==> config.mk <==
export PLATFORM = sky130hd
export DESIGN_NAME = mux_scan_sel
export DESIGN_NICKNAME = d
export VERILOG_FILES = /design/src/rtl/mux_scan_sel.sv
export SDC_FILE = /design/constraint.sdc
export NUM_CORES = 1
export LEC_CHECK = 0
export ABC_AREA = 1
export ABC_CLOCK_PERIOD_IN_PS = 1960
export CAP_MARGIN = 10
export CORE_ASPECT_RATIO = 1.25
export CORE_UTILIZATION = 45
export CTS_CLUSTER_SIZE = 40
export DETAILED_ROUTE_END_ITERATION = 10
export PLACE_DENSITY = 0.82
export SYNTH_ARGS = -nofsm -noshare
export SYNTH_HDL_FRONTEND = slang
export SYNTH_SLANG_ARGS = --single-unit
export TNS_END_PERCENT = 1
==> constraint.sdc <==
create_clock -name clk -period 1.96 [get_ports clk]
set_clock_uncertainty 0.2 [all_clocks]
set_input_delay 0.294 -clock clk [delete_from_list [all_inputs] [get_ports clk]]
set_output_delay 0.294 -clock clk [all_outputs]
set_load 0.01 [all_outputs]
run_1/m1.png
Supply wires on this layer in gray.
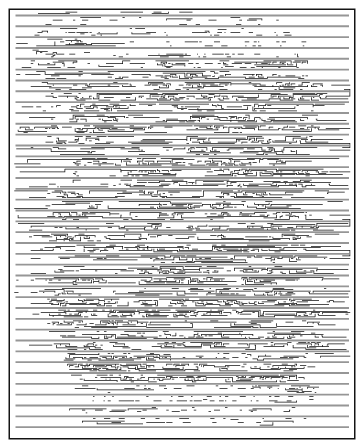
longest straight run: 30.4 um
nets with wire on the layer: 949
wire length on this layer: 5920 um
met1 Use GR: 40.0%
total length of routed wires: 14500 um

run_1/m2.png
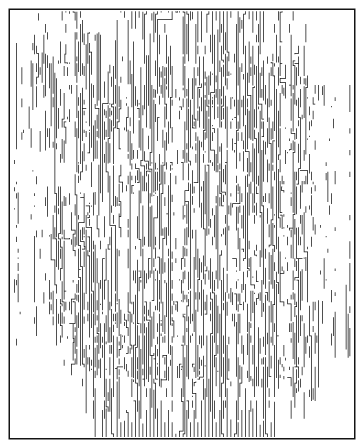
longest straight run: 40.1 um
nets with wire on the layer: 812
via count: 5538
GR Util met2: 53.1%

run_1/m3.png
The bar under the picture is 20 um long. Cells faint in the background.
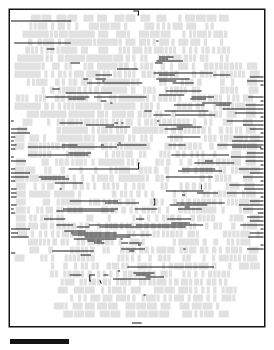
nets with wire on the layer: 134
main direction: horizontal
share of all routed wire: 9.0%
longest straight run: 29.9 um
wire length on this layer: 1300 um
met3 usage: 3.99%

==> results_slide.txt, run 1 <==
Run Summary

Power
  – Pint: 2.61 mW
  – P_seq: 904 uW
  – Psw: 2.60 mW
  – Tot Pwr: 5.20 mW
  – Combinational Power Share: 74.4%
  – P_clk: 426 uW
  – Switch share: 49.9%

Worst setup path
  – Crit Path Class: flop to output port
  – Worst stage delay on the critical path: 0.53 ns
  – Critical-path cell list: nor2_4, inv_2, clkdlybuf4s50_1
  – CP Buf/Inv Count: 2
  – Flop2flop setup slack: 0.21 ns
  – Cell count along the critical path: 3
  – CP startpoint kind: flop
  – Crit-path max FO: 4

Hold path
  – Min-delay worst type: input port to asynchronous set/reset pin

Yosys
  – Mux share: 0%
  – Yosys stat cell total: 823
  – Synth Register Bits: 22
  – Syn nets: 961
  – Adder Area Share: 0.313%
  – Yosys stat area: 4000 um^2
  – Area contributors post-synth: nand2_1 (31%), nand3_1 (23%), inv_1 (15%)
  – Avg Cell Area, Syn: 4.86 um^2
  – Main logic family: simple AND/OR/NAND/NOR gates
  – Top cells by count: nand2_1 (335), nand3_1 (186), inv_1 (155)
  – Sequential area share after synthesis: 13.8%
  – Post-Synthesis Cells: 823
  – Ao+oa area frac: 7.59%
  – Cell taking the most area after synthesis: nand2_1

Timing
  – Worst slew pin tran: 0.533 ns
  – Final hold vios: 0
  – RSZ-0062 raised after global routing: false
  – Final tally of setup violations: 0
  – Worst Setup Slack, final: 0.0722 ns
  – Final Slew Violations: 0
  – Slew margin rel.: 64.4%
  – Max Freq: 530 MHz

Cells and area
  – Design area: 5790 um^2
  – Layout cells sized above 1: 4.31%
  – Leading cell kind: logic gates
  – MI comb area: 2630 um^2
  – Final #Nets: 1090
  – Ant. Diodes: 0
  – Fin util: 66.9%
  – Non-clk invs: 160
  – Non-clock buffers, area share: 30.8%
  – Clock Buffer Count: 3
  – Non-Clock Buffer Count: 175
  – Filler cells: 872

Detailed routing
  – Iteration-0 DRC Markers: 448
  – Routed Antenna Nets: 0
  – WL met1: 5920 um
  – Met2 wire length: 6960 um
  – Vias/cell: 5.17

Clocking
  – Postcts setup bufs: 0
  – H-tree Lvls: 1

Global routing
  – Busiest grt layer: met2
  – Vias in the first global route: 4964
  – Largest net degree at the start of global routing: 67
  – Global-route wire length before repair: 23000 um

Floorplan
  – Fp util: 46.3%
  – Die height: 107 um
  – Row cnt: 38
  – Num tapcells: 120

Placed design
  – Final GP Congestion: 0.929
  – Pre-CTS setup slack: -0.160 ns
  – Placed Area: 5710 um^2

Run status
  – Outcome: finished clean
run_1/m4.png
Supply wires on this layer in gray. Cells faint in the background.
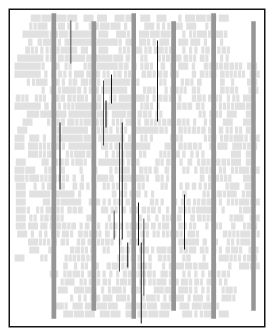

--- run 2 (diff from run 1) ---
--- a/config.mk
+++ b/config.mk
@@ -5,11 +5,11 @@
 export SDC_FILE = /design/constraint.sdc
 export NUM_CORES = 1
 export LEC_CHECK = 0
-export ABC_AREA = 1
+export ABC_AREA = 0
 export ABC_CLOCK_PERIOD_IN_PS = 1960
 export CAP_MARGIN = 10
 export CORE_ASPECT_RATIO = 1.25
-export CORE_UTILIZATION = 45
+export CORE_UTILIZATION = 43
 export CTS_CLUSTER_SIZE = 40
 export DETAILED_ROUTE_END_ITERATION = 10
 export PLACE_DENSITY = 0.82
run_2/m4.png
Supply wires on this layer in gray. Cells faint in the background.
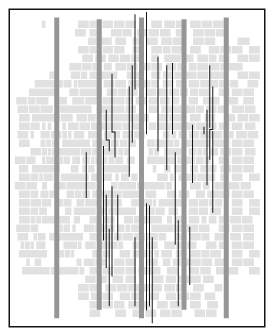
wire length on this layer: 681 um
nets with wire on the layer: 27
share of all routed wire: 5.6%
longest straight run: 38.8 um
via count: 3812
total length of routed wires: 12200 um

run_2/m2.png
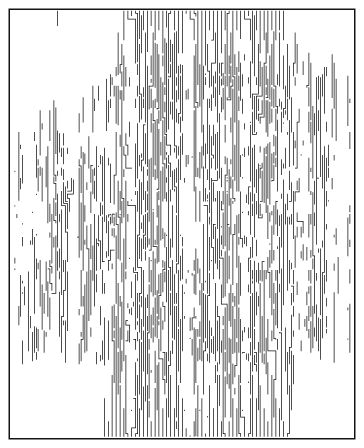
GR Util met2: 53.7%

run_2/m1.png
Supply wires on this layer in gray.
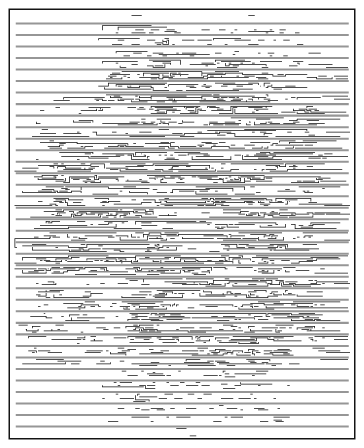
main direction: horizontal
longest straight run: 27.6 um
nets with wire on the layer: 589
share of all routed wire: 37%
met1 Use GR: 31.3%

==> run 2 against run 1 <==
The run now ends with setup timing left. Non-clock buffer count increased by 27. Clock-buffer cell count increased by 1. Utilization increased by 4.3 points. Synthesized cell count decreased by 56%. Combinational power decreased by 6.5%. Critical path depth increased by 3. Register-to-register slack got worse by 0.25 ns. Sequential share of layout area increased by 0.88 points. Global-route usage decreased by 1.3 points. Synthesized area decreased by 16%. Sequential cell count unchanged. Largest power group unchanged.
==> results_slide.txt, run 2 <==
Run Summary

Detailed routing
  – Vias/cell: 6.13
  – Met2 wire length: 6400 um
  – Iteration-0 DRC Markers: 166
  – WL met1: 4470 um

Worst setup path
  – Cell count along the critical path: 6
  – Flop2flop setup slack: -0.04 ns
  – Worst stage delay on the critical path: 0.56 ns
  – CP startpoint kind: flop
  – Crit Path Class: flop to flop
  – CP dominant cell by count: buf_12
  – Critical-path cell list: buf_12, buf_12, mux2i_1, a22oi_1, a21oi_1, o41ai_2
  – CP Buf/Inv Count: 2

Run status
  – Outcome: finished with violations
  – Violated checks: setup timing

Clocking
  – H-tree Lvls: 1
  – Postcts setup bufs: 4

Yosys
  – Synth Register Bits: 22
  – Post-synthesis async set-or-reset flop share: 100%
  – Syn nets: 499
  – Adder Area Share: 0.370%
  – Cell taking the most area after synthesis: mux2i_1
  – Sequential area share after synthesis: 16.3%
  – Top cells by count: mux2i_1 (131), a22oi_1 (32), a21oi_1 (22), dfrtp_1 (22), nand2_1 (18)
  – Main logic family: multiplexers
  – Mux share: 40.1%
  – Avg Cell Area, Syn: 9.36 um^2
  – Area contributors post-synth: mux2i_1 (39%), dfrtp_1 (16%), a22oi_1 (7.1%)

Power
  – Pint: 2.77 mW
  – P_clk: 308 uW
  – P_seq: 917 uW
  – Combinational Power Share: 74.7%
  – Tot Pwr: 4.84 mW
  – Psw: 2.07 mW
  – Switch share: 42.8%

Timing
  – Max Freq: 501 MHz
  – Final hold vios: 0
  – RSZ-0062 raised after global routing: true
  – Worst Setup Slack, final: -0.0355 ns
  – Final Slew Violations: 0
  – Final tally of setup violations: 6

Floorplan
  – Fp util: 45.1%
  – Num tapcells: 92
  – Die height: 101 um
  – Row cnt: 35

Global routing
  – Largest net degree at the start of global routing: 25
  – Met3 usage: 3.17%
  – Busiest grt layer: met2
  – Total grt overflow: 0
  – Global-route wire length before repair: 18500 um

Placed design
  – Pre-CTS setup slack: -0.419 ns
  – Placed Area: 5180 um^2
  – Final GP Congestion: 0.929

Cells and area
  – Fin util: 71.2%
  – MI comb area: 2560 um^2
  – Ant. Diodes: 0
  – Non-clk invs: 6
  – Non-Clock Buffer Count: 202
  – Layout cells sized above 1: 16.6%
  – Design area: 5330 um^2
  – Clock Buffer Count: 4

Hold path
  – Min-delay worst type: input port to asynchronous set/reset pin
Power figures rest on the tool's default switching activity, not on a simulated workload.
